### config.mk
export PLATFORM = sky130hd
export DESIGN_NAME = instr_fetch_unit
export DESIGN_NICKNAME = d
export VERILOG_FILES = /design/src/rtl/instr_fetch_unit.sv
export SDC_FILE = /design/constraint.sdc
export NUM_CORES = 1
export LEC_CHECK = 0
export ABC_AREA = 1
export ABC_CLOCK_PERIOD_IN_PS = 6800
export CORE_MARGIN = 2
export CORE_UTILIZATION = 50
export CTS_BUF_LIST = sky130_fd_sc_hd__clkbuf_4 sky130_fd_sc_hd__clkbuf_8
export CTS_CLUSTER_DIAMETER = 60
export DETAILED_ROUTE_END_ITERATION = 8
export GPL_ROUTABILITY_DRIVEN = 0
export HOLD_SLACK_MARGIN = 0.1
export PLACE_DENSITY = 0.88
export SLEW_MARGIN = 0
export SYNTH_ARGS = -nofsm -noshare
export SYNTH_HDL_FRONTEND = slang
export SYNTH_SLANG_ARGS = --single-unit
### constraint.sdc
create_clock -name clk -period 6.8 [get_ports clk]
set_input_delay 1.7 -clock clk [delete_from_list [all_inputs] [get_ports clk]]
set_output_delay 1.7 -clock clk [all_outputs]
set_load 0.05 [all_outputs]
### src/rtl/instr_fetch_unit.sv
// RV32I fetch stage: owns the PC, issues single-outstanding word fetches over a
// valid/ready port and presents the fetched instruction with pre-split decode fields.
module instr_fetch_unit #(
  parameter logic [31:0] RESET_PC = 32'h0000_0000
) (
  input  logic        clk,
  input  logic        rst,
  output logic        imem_req,
  output logic [31:0] imem_addr,
  input  logic        imem_ready,
  input  logic        imem_rvalid,
  input  logic [31:0] imem_rdata,
  input  logic        stall,
  input  logic        pcloadEn,
  input  logic [31:0] pc_target,
  output logic        instr_valid,
  output logic [31:0] instr,
  output logic [31:0] instr_pc,
  output logic [31:0] pc_plus4,
  output logic [6:0]  opcode,
  output logic [2:0]  func3,
  output logic        func7,
  output logic [4:0]  rd,
  output logic [4:0]  rs1,
  output logic [4:0]  rs2,
  output logic        fetch_fault
);

  localparam int unsigned XLEN = 32;
  localparam logic [XLEN-1:0] NOP = 32'h0000_0013;

  typedef enum logic [1:0] {S_REQ, S_WAIT, S_HOLD, S_FAULT} state_t;

  state_t          state, state_n;
  logic [XLEN-1:0] pc, pc_n;
  logic [XLEN-1:0] instr_n, instr_pc_n;
  logic            discard, discard_n;
  logic            instr_valid_n, fetch_fault_n;
  logic            accept, redirect_ok, redirect_bad;

  assign accept       = (state == S_REQ) && imem_ready;
  assign redirect_bad = pcloadEn && (pc_target[1:0] != 2'b00);
  assign redirect_ok  = pcloadEn && (pc_target[1:0] == 2'b00);

  // State and datapath registers
  always_ff @(posedge clk or posedge rst) begin
    if (rst) begin
      state       <= S_REQ;
      pc          <= RESET_PC;
      discard     <= 1'b0;
      instr       <= NOP;
      instr_pc    <= RESET_PC;
      instr_valid <= 1'b0;
      fetch_fault <= 1'b0;
    end else begin
      state       <= state_n;
      pc          <= pc_n;
      discard     <= discard_n;
      instr       <= instr_n;
      instr_pc    <= instr_pc_n;
      instr_valid <= instr_valid_n;
      fetch_fault <= fetch_fault_n;
    end
  end

  // Next-state logic; redirects outrank stall, a misaligned target is terminal
  always_comb begin
    state_n       = state;
    pc_n          = pc;
    discard_n     = discard;
    instr_n       = instr;
    instr_pc_n    = instr_pc;
    instr_valid_n = instr_valid;
    fetch_fault_n = fetch_fault;

    if ((state != S_FAULT) && redirect_bad) begin
      state_n       = S_FAULT;
      fetch_fault_n = 1'b1;
      instr_valid_n = 1'b0;
    end else begin
      case (state)
        S_REQ: begin
          if (redirect_ok) begin
            pc_n = pc_target;
            if (accept) begin
              discard_n = 1'b1;
              state_n   = S_WAIT;
            end
          end else if (accept) begin
            state_n = S_WAIT;
          end
        end
        S_WAIT: begin
          if (redirect_ok) begin
            pc_n = pc_target;
            // A response landing with the redirect is already stale
            if (imem_rvalid) begin
              discard_n = 1'b0;
              state_n   = S_REQ;
            end else begin
              discard_n = 1'b1;
            end
          end else if (imem_rvalid) begin
            if (discard) begin
              discard_n = 1'b0;
              state_n   = S_REQ;
            end else begin
              instr_n       = imem_rdata;
              instr_pc_n    = pc;
              instr_valid_n = 1'b1;
              state_n       = S_HOLD;
            end
          end
        end
        S_HOLD: begin
          if (redirect_ok) begin
            pc_n          = pc_target;
            instr_valid_n = 1'b0;
            state_n       = S_REQ;
          end else if (!stall) begin
            pc_n          = pc + XLEN'(4);
            instr_valid_n = 1'b0;
            state_n       = S_REQ;
          end
        end
        S_FAULT: begin
          state_n = S_FAULT;
        end
        default: begin
          state_n = S_REQ;
        end
      endcase
    end
  end

  assign imem_req  = (state == S_REQ);
  assign imem_addr = pc;
  assign pc_plus4  = instr_pc + XLEN'(4);

  assign opcode = instr[6:0];
  assign rd     = instr[11:7];
  assign func3  = instr[14:12];
  assign rs1    = instr[19:15];
  assign rs2    = instr[24:20];
  assign func7  = instr[30];

endmodule

Run 1, register map, names as in the netlist:
Bar = 20 um.
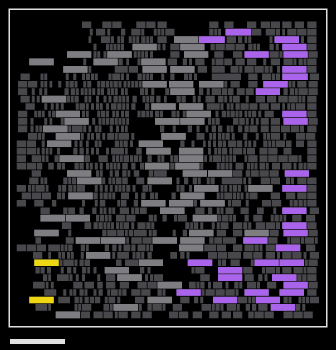
legend:
  state:
    colour: yellow
    placed_flops: 2
  instr:
    colour: purple
    placed_flops: 32
    where: a vertical strip on the right
not coloured: 67

Run 1, congestion heat map:
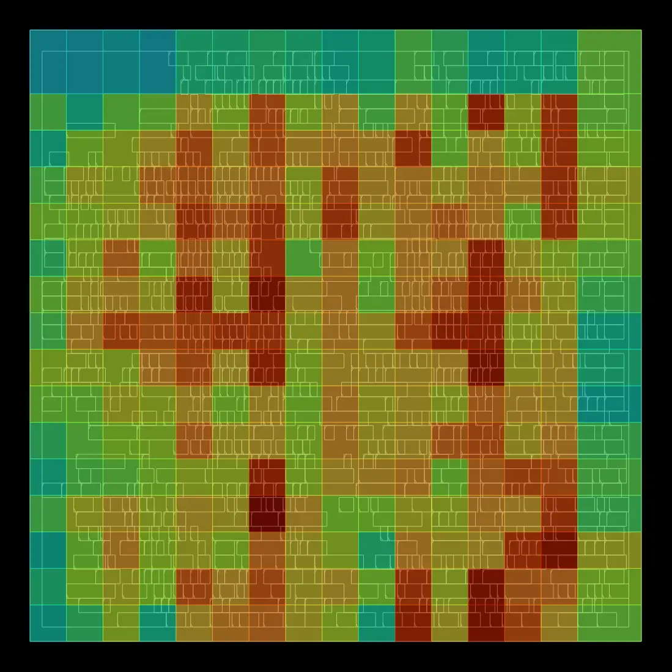
global routing met1 resource utilization: 0.351
total track usage: 0.278

==> reports/results.ini, run 1 <==
[status]
status = completed

[synthesis]
syn-instance-count = 875
synth-edff-count = 0
synthArstFlopShare = 1.00
ys_seq_share = 0.407
ys_area_sq_um = 6220

[sta]
hold_violations = 0
worst_pin_slew_ns = 0.791
finalMaxSlewViolations = 0
fin_skew_ns = 0.0155
min_period_ns = 4.46

[floorplan]
ioPinCount = 227
die_area_sq_um = 13400
n_tap_cell = 168
fp-row-count = 40
fp.dieW_um = 116
core_sq_um = 12100

[setup_path]
arrival_ns = 2.76
crit_path_end_kind = output pin
worst_setup_path_start_kind = flip-flop
worstPathRequired_ns = 5.10

[finish]
dominant_cells = multi-input combinational cells
final_core_util = 0.709
areaGrowthSynthToFinish_pct = 37.4
nClkBuffers = 9
mi_logic_area_sq_um = 2930

[routing]
antenna_left = 0
drc = 0

[clock_tree]
clock_path_buffers = 2
cts_resized = 0

[global_routing]
gr-total-overflow = 0

[placement]
dp_cells = 1218

Run 1, clock wires, drivers and flops:
Bar = 20 um.
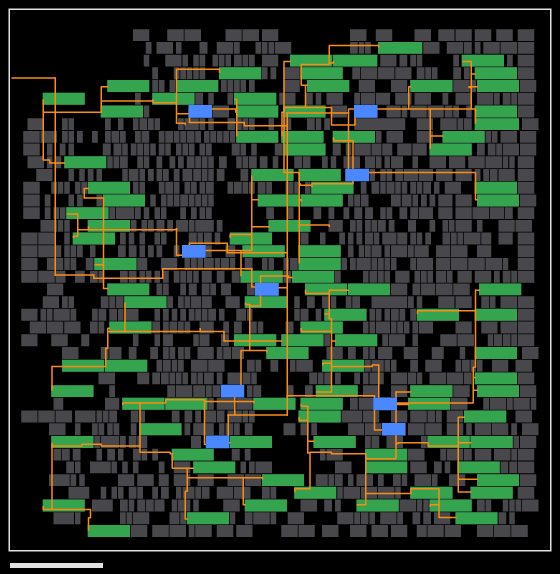
legend:
  flip-flops:
    colour: green
    count: 101
  clock wires:
    colour: orange
    length: 1300 um
  clock-net drivers:
    colour: blue
    count: 9
routed clock nets: 10
flops lie: all over the die

[run 1: worst paths after layout]
path	startpoint	endpoint	slack [ns]	cells after the start
worst min-delay path	instr_valid	instr_valid	0.48	2
min in group asynchronous	rst	instr_pc[0]	1.81	2
worst max register to register	state[1]	imem_addr[28]	4.46	9
max in group asynchronous	rst	imem_addr[30]	3.99	3
worst max-delay path	instr_pc[2]	pc_plus4[26]	2.34	8
worst min register to register	instr_valid	instr_valid	0.48	2
[run 1: cells by family after synthesis]
group           count (synthesis)  share of synthesized area
compound gates                112                     0.0931
xor+xnor                       31                     0.0436
fa+ha+maj                       8                     0.0161
buf+inv                       158                      0.122
flops                         101                      0.407
simple gates                  465                      0.318
[run 1: critical path: stages, from the launching register on]
cell and delay [ns]:
dfrtp_1 0.42, ha_1 0.21, inv_1 0.08, nor2_1 0.23
inv_1 0.12, nor4_4 0.28, nand3b_1 0.12, nand2_1 0.08
clkdlybuf4s50_1 0.82
[run 1: cells in the final DEF, fill, tap and decap left out, drive strengths merged, types with 11 or more instances in the layout]
master / count
nand2: 270
clkdlybuf4s50: 226
nor2: 111
inv: 107
dfrtp: 98
o21ai: 98
nand3: 53
xor2: 17
xnor2: 14
nor3: 11
[run 1: registers in the layout (all words and copies together), names as in the netlist]
| signal | flops |
|---|---|
| discard | 1 |
| fetch_fault | 1 |
| imem_addr | 32 |
| instr | 32 |
| instr_pc | 32 |
| instr_valid | 1 |
| state | 2 |
[run 1: routing by layer]
layer,vias up,global-route usage,routed length [um]
met5,-,0,0
met4,0,0.120,710
met2,282,0.459,8470
met3,48,0.0649,1660
li1,3096,-,-
met1,2855,0.351,7400
## Run 2: what changed since run 1
--- a/config.mk
+++ b/config.mk
@@ -6,15 +6,15 @@
 export NUM_CORES = 1
 export LEC_CHECK = 0
 export ABC_AREA = 1
-export ABC_CLOCK_PERIOD_IN_PS = 6800
+export ABC_CLOCK_PERIOD_IN_PS = 3580
 export CORE_MARGIN = 2
-export CORE_UTILIZATION = 50
+export CORE_UTILIZATION = 42
 export CTS_BUF_LIST = sky130_fd_sc_hd__clkbuf_4 sky130_fd_sc_hd__clkbuf_8
 export CTS_CLUSTER_DIAMETER = 60
 export DETAILED_ROUTE_END_ITERATION = 8
 export GPL_ROUTABILITY_DRIVEN = 0
 export HOLD_SLACK_MARGIN = 0.1
-export PLACE_DENSITY = 0.88
+export PLACE_DENSITY = 0.79
 export SLEW_MARGIN = 0
 export SYNTH_ARGS = -nofsm -noshare
 export SYNTH_HDL_FRONTEND = slang
==> constraint.sdc (replaced) <==
create_clock -name clk -period 3.58 [get_ports clk]
set_input_delay 0.895 -clock clk [delete_from_list [all_inputs] [get_ports clk]]
set_output_delay 0.895 -clock clk [all_outputs]
set_load 0.05 [all_outputs]
==> run 2 against run 1 <==
Against the previous run:
- synthesized cell count is the same
- wire length grew 2.9%
- utilization shrank 11 points
- clock-buffer cell count grew 2
- non-clock buffer count grew 1
- critical path type unchanged
- largest cell class unchanged
- highest routed layer unchanged
==> reports/results.ini, run 2 <==
[routing]
first_iter_violations = 443
drc = 0
antenna_left = 0

[sta]
worst_pin_slew_ns = 0.795
min_period_ns = 3.43
hold_violations = 0
fin_skew_ns = 0.00826

[synthesis]
ys_area_sq_um = 6220
synth-edff-count = 0
syn-instance-count = 875

[status]
status = completed

[setup_path]
worst_setup_path_start_kind = flip-flop
reg2reg_depth = 7
crit_path_end_kind = output pin
arrival_ns = 2.53
path_buffers = 2
cp_top_family = buffers and inverters
critPathSlowestCell = clkdlybuf4s50_1
worstPathRequired_ns = 2.68
crit_chain = ha_1, inv_1, nor3_2, xor2_1, clkdlybuf4s50_1
crit_cells = 5

[finish]
final_cell_mix = nand2_1 (265), clkdlybuf4s50_1 (208), inv_1 (101)
areaGrowthSynthToFinish_pct = 38.4

[floorplan]
ioPinCount = 227
die_area_sq_um = 15800
fp.dieW_um = 126
fp-row-count = 44

[clock_tree]
cts_resized = 0
clock_path_buffers = 2

[global_routing]
gr-total-overflow = 0
groute.usage.overall = 0.241

[run 2: final timing paths]
kind	start	to	slack [ns]
max	instr_pc[2]	pc_plus4[8]	0.15
min	instr_valid	instr_valid	0.48
max reg2reg	state[0]	imem_addr[13]	1.46
min reg2reg	instr_valid	instr_valid	0.48
max in group asynchronous	rst	instr_pc[24]	2.01
min in group asynchronous	rst	instr[16]	0.82
[run 2: logic make-up (layout without fill, tap and decap cells)]
| group | after synthesis | after routing | synth area share |
|---|---|---|---|
| AND/OR/NAND/NOR | 465 | 465 | 0.318 |
| XOR/XNOR | 31 | 31 | 0.0436 |
| adder cells (fa/ha/maj) | 8 | 8 | 0.0161 |
| buffers and inverters | 158 | 350 | 0.122 |
| AND-OR/OR-AND | 112 | 112 | 0.0931 |
| flip-flops | 101 | 101 | 0.407 |
[run 2: area by class of cell]
cell class	instances	area, sq um
fill	1309	5870
multi-input combinational	616	2930
sequential	101	2530
timing repair buffer	230	2310
inverter	104	393
tap	184	230
clock buffer	11	151
clock inverter	5	65.1
[run 2: metrics by stage]
stage,cell area (sq um),hold slack (ns),util
after floorplan,6220,0.475,-
after global placement,8370,0.456,0.578
after detailed placement,8370,0.458,0.578
after CTS,8590,0.487,0.593
after global routing,8610,0.518,0.595
final,8610,0.482,0.595
[run 2: routing by layer]
layer / global-route usage / vias to the layer above / wire (um)
li1: - / 3100 / -
met1: 0.314 / 2844 / 8140
met2: 0.403 / 209 / 8930
met3: 0.0599 / 21 / 1340
met4: 0.0595 / 0 / 367
met5: 0 / - / 0
Run 2, congestion heat map:
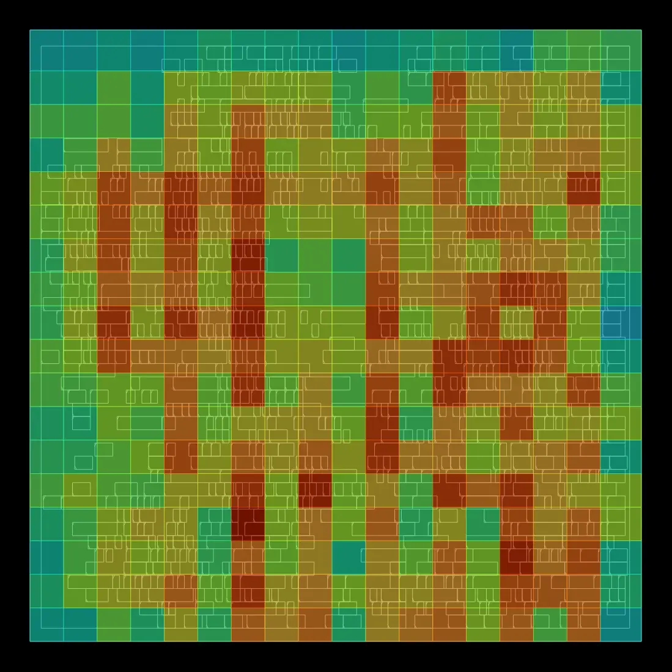
Core Util, Final: 0.595
drt wl/cell: 15.0 um
met3 GRT Util: 0.0599

Run 2, clock wires, drivers and flops:
Bar = 50 um.
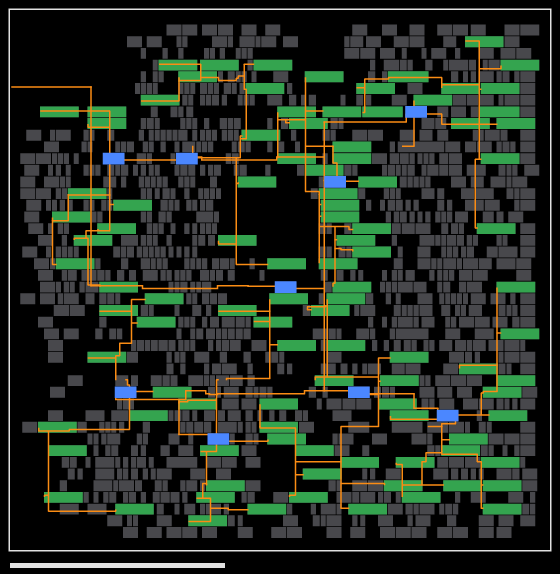
legend:
  clock wires:
    colour: orange
    length: 1370 um
  clock-net drivers:
    colour: blue
    count: 9
  flip-flops:
    colour: green
    count: 101
flops lie: all over the die
routed clock nets: 10

